<file path="src/rtl/reg_file_pkg.sv">
// Shared definitions for the multi-port register file.
//   DEF_DATA_W / DEF_ADDR_W : default register width and address width
//   data_t / addr_t         : register word and register address at the defaults
//   slice_lo()              : low bit of port k inside a packed multi-port bus
package reg_file_pkg;

  localparam int DEF_DATA_W = 32;
  localparam int DEF_ADDR_W = 5;

  typedef logic [DEF_DATA_W-1:0] data_t;
  typedef logic [DEF_ADDR_W-1:0] addr_t;

  function automatic int slice_lo(input int port, input int width);
    return port * width;
  endfunction

endpackage

</file>
<file path="src/rtl/rf_read_port.sv">
// One combinational read port of reg_file_mp.
//   addr     in  : register address being read
//   regs     in  : view of the storage array
//   busy_vec in  : registered scoreboard
//   wr_en    in  : per-port write enables (already gated off during reset)
//   wr_addr  in  : packed write addresses
//   wr_data  in  : packed write data
//   rd_data  out : stored value, bypassed write data, or 0 for r0
//   rd_busy  out : scoreboard bit, cleared by a same-cycle bypassed write or for r0
module rf_read_port
  import reg_file_pkg::*;
#(
  parameter int DATA_W   = DEF_DATA_W,
  parameter int ADDR_W   = DEF_ADDR_W,
  parameter int NUM_WR   = 2,
  parameter int BYPASS   = 1,
  parameter int ZERO_REG = 1
) (
  input  logic [ADDR_W-1:0]        addr,
  input  logic [DATA_W-1:0]        regs [2**ADDR_W],
  input  logic [2**ADDR_W-1:0]     busy_vec,
  input  logic [NUM_WR-1:0]        wr_en,
  input  logic [NUM_WR*ADDR_W-1:0] wr_addr,
  input  logic [NUM_WR*DATA_W-1:0] wr_data,
  output logic [DATA_W-1:0]        rd_data,
  output logic                     rd_busy
);

  // Stored data is the default so no path can leave the output undriven;
  // ascending port order lets the highest-index matching writer win.
  always_comb begin
    rd_data = regs[addr];
    rd_busy = busy_vec[addr];
    if (BYPASS != 0) begin
      for (int k = 0; k < NUM_WR; k++) begin
        if (wr_en[k] && (wr_addr[slice_lo(k, ADDR_W) +: ADDR_W] == addr)) begin
          rd_data = wr_data[slice_lo(k, DATA_W) +: DATA_W];
          rd_busy = 1'b0;
        end
      end
    end
    if ((ZERO_REG != 0) && (addr == '0)) begin
      rd_data = '0;
      rd_busy = 1'b0;
    end
  end

endmodule

</file>
<file path="src/rtl/reg_file_mp.sv">
// Multi-port register file with a busy-bit scoreboard for RAW hazard stalls.
//   clk        in  : clock, rising edge
//   rstn       in  : asynchronous active-low reset (clears registers and scoreboard)
//   rd_addr    in  : NUM_RD packed read addresses
//   rd_data    out : NUM_RD packed read data (combinational)
//   rd_busy    out : per read port scoreboard bit (combinational)
//   wr_en      in  : per write port enable
//   wr_addr    in  : NUM_WR packed write addresses
//   wr_data    in  : NUM_WR packed write data
//   claim_en   in  : mark claim_addr busy at the next edge
//   claim_addr in  : destination register being claimed
//   busy_vec   out : full registered scoreboard
module reg_file_mp
  import reg_file_pkg::*;
#(
  parameter int DATA_W   = DEF_DATA_W,
  parameter int ADDR_W   = DEF_ADDR_W,
  parameter int NUM_RD   = 2,
  parameter int NUM_WR   = 2,
  parameter int BYPASS   = 1,
  parameter int ZERO_REG = 1
) (
  input  logic                     clk,
  input  logic                     rstn,
  input  logic [NUM_RD*ADDR_W-1:0] rd_addr,
  output logic [NUM_RD*DATA_W-1:0] rd_data,
  output logic [NUM_RD-1:0]        rd_busy,
  input  logic [NUM_WR-1:0]        wr_en,
  input  logic [NUM_WR*ADDR_W-1:0] wr_addr,
  input  logic [NUM_WR*DATA_W-1:0] wr_data,
  input  logic                     claim_en,
  input  logic [ADDR_W-1:0]        claim_addr,
  output logic [2**ADDR_W-1:0]     busy_vec
);

  localparam int DEPTH = 2**ADDR_W;

  logic [DATA_W-1:0] regs [DEPTH];
  logic [DEPTH-1:0]  busy_q;
  logic [NUM_WR-1:0] wr_en_live;

  // Writes are ignored during reset, so they must not leak through the bypass either.
  assign wr_en_live = rstn ? wr_en : '0;
  assign busy_vec   = busy_q;

  // Later non-blocking assignments take effect: the highest write port wins
  // a same-address conflict, and a claim overrides a write's busy clear.
  always_ff @(posedge clk or negedge rstn) begin
    if (!rstn) begin
      for (int i = 0; i < DEPTH; i++) begin
        regs[i] <= '0;
      end
      busy_q <= '0;
    end else begin
      for (int k = 0; k < NUM_WR; k++) begin
        if (wr_en[k] &&
            !((ZERO_REG != 0) && (wr_addr[slice_lo(k, ADDR_W) +: ADDR_W] == '0))) begin
          regs[wr_addr[slice_lo(k, ADDR_W) +: ADDR_W]]   <= wr_data[slice_lo(k, DATA_W) +: DATA_W];
          busy_q[wr_addr[slice_lo(k, ADDR_W) +: ADDR_W]] <= 1'b0;
        end
      end
      if (claim_en && !((ZERO_REG != 0) && (claim_addr == '0))) begin
        busy_q[claim_addr] <= 1'b1;
      end
    end
  end

  for (genvar p = 0; p < NUM_RD; p++) begin : g_rd
    rf_read_port #(
      .DATA_W   (DATA_W),
      .ADDR_W   (ADDR_W),
      .NUM_WR   (NUM_WR),
      .BYPASS   (BYPASS),
      .ZERO_REG (ZERO_REG)
    ) u_rd (
      .addr     (rd_addr[slice_lo(p, ADDR_W) +: ADDR_W]),
      .regs     (regs),
      .busy_vec (busy_q),
      .wr_en    (wr_en_live),
      .wr_addr  (wr_addr),
      .wr_data  (wr_data),
      .rd_data  (rd_data[slice_lo(p, DATA_W) +: DATA_W]),
      .rd_busy  (rd_busy[p])
    );
  end

endmodule

</file>
<file path="config.mk">
export PLATFORM = sky130hd
export DESIGN_NAME = reg_file_mp
export DESIGN_NICKNAME = d
export VERILOG_FILES = /design/src/rtl/reg_file_pkg.sv /design/src/rtl/rf_read_port.sv /design/src/rtl/reg_file_mp.sv
export SDC_FILE = /design/constraint.sdc
export NUM_CORES = 2
export LEC_CHECK = 0
export CELL_PAD_IN_SITES_DETAIL_PLACEMENT = 0
export CELL_PAD_IN_SITES_GLOBAL_PLACEMENT = 1
export CORE_MARGIN = 2
export CORE_UTILIZATION = 45
export DETAILED_ROUTE_END_ITERATION = 8
export PLACE_DENSITY_LB_ADDON = 0.1
export SYNTH_ARGS = -nofsm -noshare
export SYNTH_HDL_FRONTEND = slang
export SYNTH_HIERARCHICAL = 1
export SYNTH_SLANG_ARGS = --single-unit
</file>
<file path="constraint.sdc">
create_clock -name clk -period 2.2 [get_ports clk]
set_input_delay 0.33 -clock clk [delete_from_list [all_inputs] [get_ports clk]]
set_output_delay 0.33 -clock clk [all_outputs]
set_load 0.02 [all_outputs]
</file>
==> results.cfg <==
; implementation run metrics
[clocking]
root_buffer = clkbuf_16
cts_max_level = 4
clk_pin_slew_ps = 60
cts_tree = built
clkSinkCount = 1056
numCtsBuffers = 133
clock_path_buffers = 3
clk_latency_ps = 800

[sta]
finalMaxSlewViolations = 43
finalSetupViolCount = 107
slew_headroom = -0.0173
timing.final.ws_setup_ps = -1190
worst_pin_slew_ps = 1530
fmax_ghz = 0.295
rsz0062_at_grt = yes
period_used_share = 1.54
fin_hold_ws_ps = 101
clock-skew-final_ps = 0
fin_crit_ps = 3390
hold_violations = 0

[critical_path]
r2r_start = busy_vec[30]
worstSetupPathType = reg -> out
cp_data_arrival_time_ps = 3060
path_max_fanout = 3
critPathLaunch = regs[395]
cp-start-kind = register
crit_required_ps = 1870
critPathCaptureType = primary output

[pwr]
ir_worst_vdd_mv = 0.866
finalPower_mw = 77.1
p_leak_nw = 33.8
powerDensity_nw_per_um2 = 844

[placed_design]
detailed_place_hpwl_um = 262000
gp_congestion = 0.982
io_buffers = 191

[floorplan]
rows = 146
die_w_um = 404
core_sq_um = 159000
die_h_um = 404
chip_area_sq_um = 163000
ioPinCount = 192
fp-utilization = 0.454

[global_routing]
grt_pass1_wl_um = 580000
first_global_vias = 77904
grt_max_degree = 195
grt_antenna_before_repair = 16
grt-ovfl-total = 0

[synth]
synth_seq_share = 0.367
yosysCellCount = 7956
syn-instance-count = 7956
fp_nets = 8050
yosys_warnings = 6
syn-cell-area_sq_um = 72000
syn-mean-instance-area_sq_um = 9.04
synth-seq-cells = 1056
yosysUniqueCellTypes = 50
edf_count = 0
ys_async_sr_fraction = 1.00
ys_area_sq_um = 72000
flop_cell = dfrtp_1

[route]
drt_iter0_markers = 15165
postRouteAntennaNets = 0
drt-vias-per-instance = 7.91
drc = 0
firstDrtPassIters = 7

[outcome]
violations = slew limit, setup timing
status = finished, violations left

[final_layout]
synthToLayoutAreaGrowth_pct = 27.0
final_layout_top_logic_cell = nor3_1
lay_top_cells = nor3_1, dfrtp_1, a31oi_1, o21ai_0, buf_4
drive_gt1_frac = 0.266
nets = 8213

[hold_path]
worst_hold_path_type = in -> reg
min_from = wr_addr[3]

[flow_run]
tool_warnings = 51
max_cap_violations = 0
flip-flops by register name, summed over array words and instances, names as in the netlist:
signal    count
regs       1024
busy_vec     32
worst paths after layout:
check                                    end  slack [ps]  depth (start not counted)
worst max-delay path             rd_data[11]       -1190                          7
worst min-delay path               regs[217]         100                          4
worst max register to register  busy_vec[30]        1210                          3
worst min register to register     regs[993]         400                          0
max in group asynchronous          regs[748]         -60                          5
min in group asynchronous           regs[23]         630                          3
worst max-delay path, stage by stage, from the launching register on:
cell       delay [ps]
dfrtp_1           420
mux4_2            520
mux2i_4           220
nor2_2             70
a2111oi_4         530
buf_4             230
o32ai_4            80
buf_6             160
stage by stage:
stage / setup TNS (ps) / worst slack, ps / std cells / area (sq um)
floorplan: -6980 / -149 / 7956 / 73400
detailed placement: -507910 / -1670 / 10031 / 85500
global route: -59090 / -1160 / 10300 / 91400
global placement: -476560 / -1680 / 10031 / 85500
finish: -57580 / -1190 / 10310 / 91400
CTS: -81690 / -1110 / 10290 / 91000
cell families (layout without fill, tap and decap cells):
kind of cell,count (synthesis),in the layout,share of synthesized area
other,0,11,0
and+or+nand+nor,2320,2320,0.169
xor gates and xnor gates,20,20,0.00243
AOI/OAI and AO/OA,2455,2455,0.207
buffers and inverters,1383,1654,0.0818
DFF,1056,1056,0.367
muxes,722,722,0.172
where the power goes:
group	total (mW)	internal [mW]	switching, mW
clock network	24.0	14.2	9.81
registers	28.7	24.5	4.23
logic	24.4	11.5	12.9
synth_stat cells (60+ instances only):
cell | number | area share
nand4_1 | 388 | 0.034
nand3_1 | 544 | 0.038
nand2_1 | 108 | 0.0056
a31oi_1 | 1056 | 0.092
o221ai_1 | 60 | 0.0073
a22o_1 | 62 | 0.0075
o21ai_1 | 70 | 0.0049
mux4_2 | 414 | 0.13
nor2_1 | 79 | 0.0041
dfrtp_1 | 1056 | 0.37
clkbuf_1 | 966 | 0.050
buf_2 | 221 | 0.015
a211oi_1 | 60 | 0.0063
nor3_1 | 1058 | 0.074
o32ai_1 | 64 | 0.0078
o21ai_0 | 924 | 0.064
inv_1 | 64 | 0.0033
o22ai_1 | 62 | 0.0054
mux2i_1 | 306 | 0.043
a2111oi_0 | 60 | 0.0073
metal layers:
metal	track usage	wire, um
met4	0.308	30000
met2	0.655	164000
met5	0.00654	314
met1	0.623	145000
met3	0.232	69000
area by class of cell:
cell class,count,area (sq um),share of cell area
clock inverters,46,601,0.00657
diodes,11,27.5,0.000301
repair buffers,1347,15300,0.167
multi-input cells,5517,42200,0.461
clock buffers,197,4050,0.0444
inverters,64,240,0.00263
flip-flops and latches,1056,26400,0.289
well taps,2072,2590,0.0284
repair_timing:
item,in CTS,in global routing
buffers inserted,16,8
endpoints found under the hold margin,121,0
hold buffers,1,0
endpoints found under the setup margin,98,359
gates cloned,0,2
pin swaps,88,19
resized,451,68
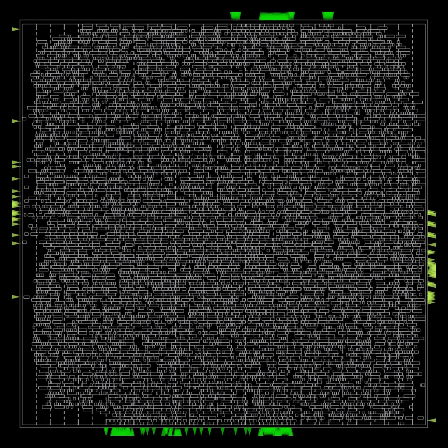
(images/placement.png)
Core Util, Final: 0.576
final non-filler cell total: 10310
number of fill cells: 13551
registers: 1056

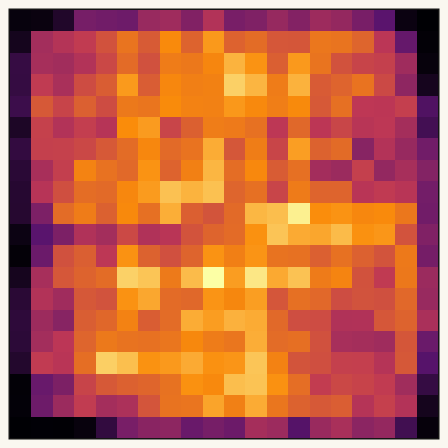
(images/metal_density.png)
20 x 20 tiles, from black (low) to pale yellow (high), scaled to the fullest tile. Values are wire area over tile area, all layers added.
nearly empty tiles: 2.5%
fullest tile: 0.84
tiles over half the peak: 66%
mean over tiles: 0.46
Vias: 81506
overall routing resource usage: 0.487
final wirelength: 408000 um
wire per inst: 39.5 um

Power figures rest on the tool's default switching activity, not on a simulated workload.
